<file path="config.mk">
export PLATFORM = sky130hd
export DESIGN_NAME = fir_tap_loader
export DESIGN_NICKNAME = d
export VERILOG_FILES = /design/src/rtl/fir_tap_loader_pkg.sv /design/src/rtl/fir_tap_loader_coef_mem.sv /design/src/rtl/fir_tap_loader.sv
export SDC_FILE = /design/constraint.sdc
export NUM_CORES = 1
export LEC_CHECK = 0
export CAP_MARGIN = 40
export CORE_AREA = 2 2 153 155
export CTS_CLUSTER_SIZE = 20
export DETAILED_ROUTE_END_ITERATION = 10
export DIE_AREA = 0 0 155 157
export PLACE_DENSITY = 0.75
export SYNTH_ARGS = -nofsm -noshare
export SYNTH_HDL_FRONTEND = slang
export SYNTH_HIERARCHICAL = 1
export SYNTH_SLANG_ARGS = --single-unit
</file>
<file path="constraint.sdc">
create_clock -name clk -period 2.6 [get_ports clk]
set_input_delay 0.39 -clock clk [delete_from_list [all_inputs] [get_ports clk]]
set_output_delay 0.39 -clock clk [all_outputs]
set_load 0.01 [all_outputs]
</file>
<file path="src/rtl/fir_tap_loader_pkg.sv">
// fir_tap_loader_pkg: FSM state type and tap-count helper shared by the FIR tap loader.
package fir_tap_loader_pkg;
   typedef enum logic [2:0] {ST_IDLE, ST_DISABLE, ST_STREAM, ST_WAIT_DONE, ST_ERROR} state_t;
   function automatic int calc_num_taps(input int stages_log2, input int depth_log2);
      return 2 ** (stages_log2 + depth_log2);
   endfunction
endpackage

</file>
<file path="src/rtl/fir_tap_loader_coef_mem.sv">
// fir_tap_loader_coef_mem: shadow coefficient bank, one synchronous write port, asynchronous read.
// Ports: clk; wr_en_i/wr_addr_i/wr_data_i write port; rd_addr_i -> rd_data_o combinational read.
module fir_tap_loader_coef_mem #(
   parameter int G_DEPTH = 16,
   parameter int G_WIDTH = 16
) (
   input  logic                       clk,
   input  logic                       wr_en_i,
   input  logic [$clog2(G_DEPTH)-1:0] wr_addr_i,
   input  logic [G_WIDTH-1:0]         wr_data_i,
   input  logic [$clog2(G_DEPTH)-1:0] rd_addr_i,
   output logic [G_WIDTH-1:0]         rd_data_o
);
   logic [G_WIDTH-1:0] mem_q [G_DEPTH];
   always_ff @(posedge clk)
      if (wr_en_i) mem_q[wr_addr_i] <= wr_data_i;
   assign rd_data_o = mem_q[rd_addr_i];
endmodule

</file>
<file path="src/rtl/fir_tap_loader.sv">
// fir_tap_loader: programs a configurable FIR by power-cycling its enable and streaming the coefficient bank.
// Ports: clk, reset (sync, active-high); cfg_wr_* coefficient writes with cfg_wr_reject while busy;
// load_start/reverse request a load; busy/load_done/load_error status; fir_enable, tap_dout* stream
// and tap_fir_done towards the FIR.
module fir_tap_loader
   import fir_tap_loader_pkg::*;
#(
   parameter int G_NUM_STAGES_LOG2  = 2,
   parameter int G_STAGE_DEPTH_LOG2 = 2,
   parameter int G_TAP_WIDTH        = 16,
   parameter int G_DISABLE_CYCLES   = 2,
   parameter int G_TIMEOUT          = 1024
) (
   input  logic                                          clk,
   input  logic                                          reset,
   input  logic                                          cfg_wr_en,
   input  logic [G_NUM_STAGES_LOG2+G_STAGE_DEPTH_LOG2-1:0] cfg_wr_addr,
   input  logic [G_TAP_WIDTH-1:0]                        cfg_wr_data,
   output logic                                          cfg_wr_reject,
   input  logic                                          load_start,
   input  logic                                          reverse,
   output logic                                          busy,
   output logic                                          load_done,
   output logic                                          load_error,
   output logic                                          fir_enable,
   output logic [G_TAP_WIDTH-1:0]                        tap_dout,
   output logic                                          tap_dout_valid,
   input  logic                                          tap_dout_ready,
   input  logic                                          tap_fir_done
);
   localparam int NT = calc_num_taps(G_NUM_STAGES_LOG2, G_STAGE_DEPTH_LOG2);
   localparam int AW = G_NUM_STAGES_LOG2 + G_STAGE_DEPTH_LOG2;
   localparam int CW = $clog2((G_TIMEOUT > G_DISABLE_CYCLES ? G_TIMEOUT : G_DISABLE_CYCLES) + 1);
   state_t state_q, state_d;
   logic rev_q, rev_d, fir_en_q, fir_en_d, valid_q, valid_d, busy_q, busy_d;
   logic done_q, done_d, err_q, err_d, rej_q, rej_d;
   logic [AW-1:0] idx_q, idx_d, first, next_idx, rd_addr;
   logic [AW:0] tcnt_q, tcnt_d;
   logic [CW-1:0] cnt_q, cnt_d;
   logic [G_TAP_WIDTH-1:0] dout_q, dout_d, rd_data;
   logic hs, last;
   fir_tap_loader_coef_mem #(.G_DEPTH(NT), .G_WIDTH(G_TAP_WIDTH)) u_mem (
      .clk       (clk),
      .wr_en_i   (cfg_wr_en & ~busy_q),
      .wr_addr_i (cfg_wr_addr),
      .wr_data_i (cfg_wr_data),
      .rd_addr_i (rd_addr),
      .rd_data_o (rd_data)
   );
   assign hs       = valid_q & tap_dout_ready;
   // tap count is one bit wider than the index so the final compare never aliases
   assign last     = tcnt_q == (AW+1)'(NT-1);
   assign first    = rev_q ? '1 : '0;
   assign next_idx = rev_q ? idx_q - 1'b1 : idx_q + 1'b1;
   // the single read port serves the first tap while disabling and the next tap while streaming
   assign rd_addr  = state_q == ST_DISABLE ? first : next_idx;
   always_comb begin
      state_d  = state_q;
      rev_d    = rev_q;
      fir_en_d = fir_en_q;
      valid_d  = valid_q;
      busy_d   = busy_q;
      err_d    = err_q;
      idx_d    = idx_q;
      tcnt_d   = tcnt_q;
      cnt_d    = cnt_q;
      dout_d   = dout_q;
      done_d   = 1'b0;
      rej_d    = cfg_wr_en & busy_q;
      case (state_q)
         ST_IDLE:
            if (load_start) begin
               rev_d    = reverse;
               err_d    = 1'b0;
               busy_d   = 1'b1;
               fir_en_d = 1'b0;
               cnt_d    = '0;
               state_d  = ST_DISABLE;
            end
         ST_DISABLE:
            if (cnt_q == CW'(G_DISABLE_CYCLES-1)) begin
               fir_en_d = 1'b1;
               valid_d  = 1'b1;
               dout_d   = rd_data;
               idx_d    = first;
               tcnt_d   = '0;
               cnt_d    = '0;
               state_d  = ST_STREAM;
            end else cnt_d = cnt_q + 1'b1;
         ST_STREAM:
            // done before the final tap is accepted means the FIR and loader disagree on the tap count
            if (tap_fir_done && !(hs && last)) begin
               valid_d = 1'b0;
               state_d = ST_ERROR;
            end else if (hs) begin
               cnt_d  = '0;
               tcnt_d = tcnt_q + 1'b1;
               if (last) begin
                  valid_d = 1'b0;
                  state_d = ST_WAIT_DONE;
               end else begin
                  idx_d  = next_idx;
                  dout_d = rd_data;
               end
            end else if (cnt_q == CW'(G_TIMEOUT-1)) begin
               valid_d = 1'b0;
               state_d = ST_ERROR;
            end else cnt_d = cnt_q + 1'b1;
         ST_WAIT_DONE:
            if (tap_fir_done) begin
               done_d  = 1'b1;
               busy_d  = 1'b0;
               state_d = ST_IDLE;
            end else if (cnt_q == CW'(G_TIMEOUT-1)) state_d = ST_ERROR;
            else cnt_d = cnt_q + 1'b1;
         ST_ERROR: begin
            fir_en_d = 1'b0;
            valid_d  = 1'b0;
            err_d    = 1'b1;
            busy_d   = 1'b0;
            state_d  = ST_IDLE;
         end
         default: state_d = ST_IDLE;
      endcase
   end
   always_ff @(posedge clk)
      if (reset) begin
         state_q  <= ST_IDLE;
         rev_q    <= 1'b0;
         fir_en_q <= 1'b0;
         valid_q  <= 1'b0;
         busy_q   <= 1'b0;
         done_q   <= 1'b0;
         err_q    <= 1'b0;
         rej_q    <= 1'b0;
         idx_q    <= '0;
         tcnt_q   <= '0;
         cnt_q    <= '0;
         dout_q   <= '0;
      end else begin
         state_q  <= state_d;
         rev_q    <= rev_d;
         fir_en_q <= fir_en_d;
         valid_q  <= valid_d;
         busy_q   <= busy_d;
         done_q   <= done_d;
         err_q    <= err_d;
         rej_q    <= rej_d;
         idx_q    <= idx_d;
         tcnt_q   <= tcnt_d;
         cnt_q    <= cnt_d;
         dout_q   <= dout_d;
      end
   assign cfg_wr_reject  = rej_q;
   assign busy           = busy_q;
   assign load_done      = done_q;
   assign load_error     = err_q;
   assign fir_enable     = fir_en_q;
   assign tap_dout       = dout_q;
   assign tap_dout_valid = valid_q;
endmodule

</file>
Fig. 1: clock routing
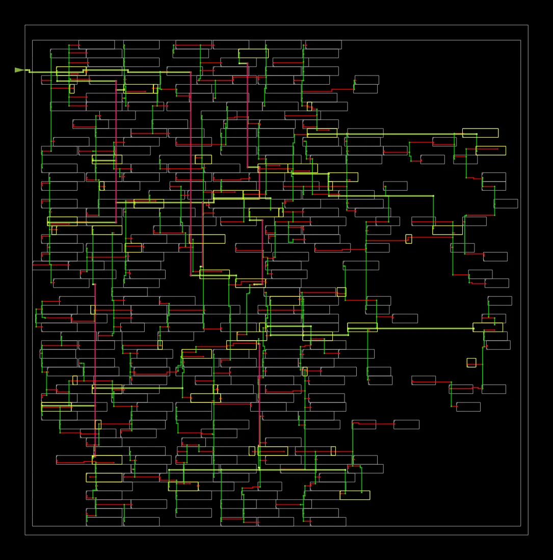
total CTS buffers: 30
flop count: 302
Late-Pin Clk Latency: 550 ps
Post-Route Skew: 13.5 ps

Fig. 2: logic cells by family
Scale: 3 px per micron.
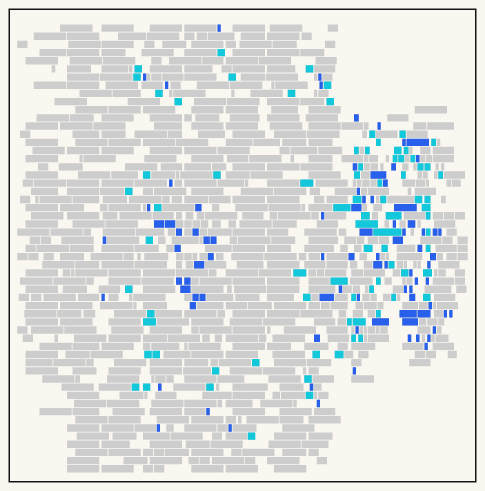
NOR gates: shown in blue, cells 86. inverting AOI/OAI gates: shown in cyan, cells 80.
Post-Layout Cell Count: 1138
Comb area share: 23.7%
most frequent logic cell in the layout: edfxtp_1

Fig. 3: port wiring
Scale: 2 px per micron.
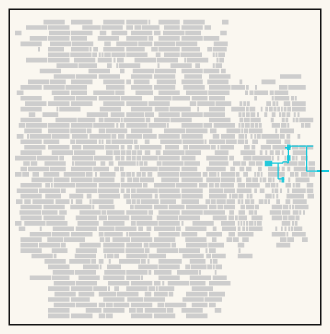
`load_start`: shown in cyan, bits 1, direction input, edge east, end cells 4, buffers 1, wire 63.1 microns.

## metal layers
metal  GRT usage (%)  wire [microns]  up-vias
met1            32.1           11200     3666
met3            3.44            2360       66
met4            7.41             773        0
met2            41.3           14800      360
li1                -               -     3079
met5               0               0        -
## through the flow
| step | worst slack, ps | hold slack (ps) | util (%) | total power [W] | TNS (ps) |
|---|---|---|---|---|---|
| CTS | 1.69 | 311 | 65.5 | 0.0121 | 0 |
| global placement | 46.1 | 477 | 60.5 | 0.00765 | 0 |
| floorplan | 40.3 | 460 | - | 0.00693 | 0 |
| finish | 37.6 | 327 | 66.4 | 0.0123 | 0 |
| global route | -112 | 331 | 66.4 | 0.0127 | -1060 |
| detailed placement | -104 | 488 | 60.5 | 0.00771 | -112 |
==> flow_summary.yaml <==
# physical design summary
status:
  status: "complete, no violations"
synthesis:
  synth.distinct_cells: 68
  most_common_cell: "edfxtp_1"
  ys_sh_simple_pct: 7.15
  synthesis.nets: 738
  xor_share_pct: 0.499
  yosysTopAreaCellShare_pct: 62.6
  synth-area-yosys_sq_mm: 0.0123
sta:
  fin_crit_sh_pct: 98.6
  setup_viol: 0
  finalHoldViolCount: 0
  slew_headroom_pct: 54.3
  period_needed_ps: 2560
clock_tree:
  clock_path_buffers: 3
  cts_setup_buffers: 2
  clock-sinks: 302
  htreeDepth: 1
worst_setup_path:
  cp_max_fo: 8
  worstSetupStartpoint: "rev_q"
  crit_path_max_incr_delay_ps: 340
  path_common_cell: "nor2_1"
  worstPathArrival_ps: 2960
  cp_slowest_cell: "dfxtp_2"
  start_kind: "flip-flop"
  crit_chain: "buf_4 > ha_1 > a21oi_2 > xor2_1 > nor2_1 > xnor2_2 > nor2_1 > buf_6 > a22oi_1 > nand2_1 > mux2i_1 > nor2_1"
  end_kind: "flip-flop"
floorplanning:
  nWellTaps: 285
  io_pins: 49
  die_area_sq_mm: 0.0243
  core_sq_mm: 0.0225
  fp_util_pct: 54.6
place:
  gp_congestion: 0.885
layout:
  layout_top_cells: "256 x edfxtp_1, 59 x buf_4, 55 x mux4_2"
  multi_input_comb_cells: 353
  antenna-diode-count: 0
  top_register: "u_mem/mem_q"
  post-route-cell-area_sq_mm: 0.0149
  clock_cell_area_share_pct: 6.64
flow_run:
  warnings: 27
global_routing:
  grt_overflow: 0
routing:
  vias: 7171
  drtAntennaViolNets: 0
hold_path:
  min_from: "reset"
pwr:
  combPwrFrac_pct: 20.6
  leakage_nw: 5.01
No activity file was given, so power comes from the tool's default toggle rates.
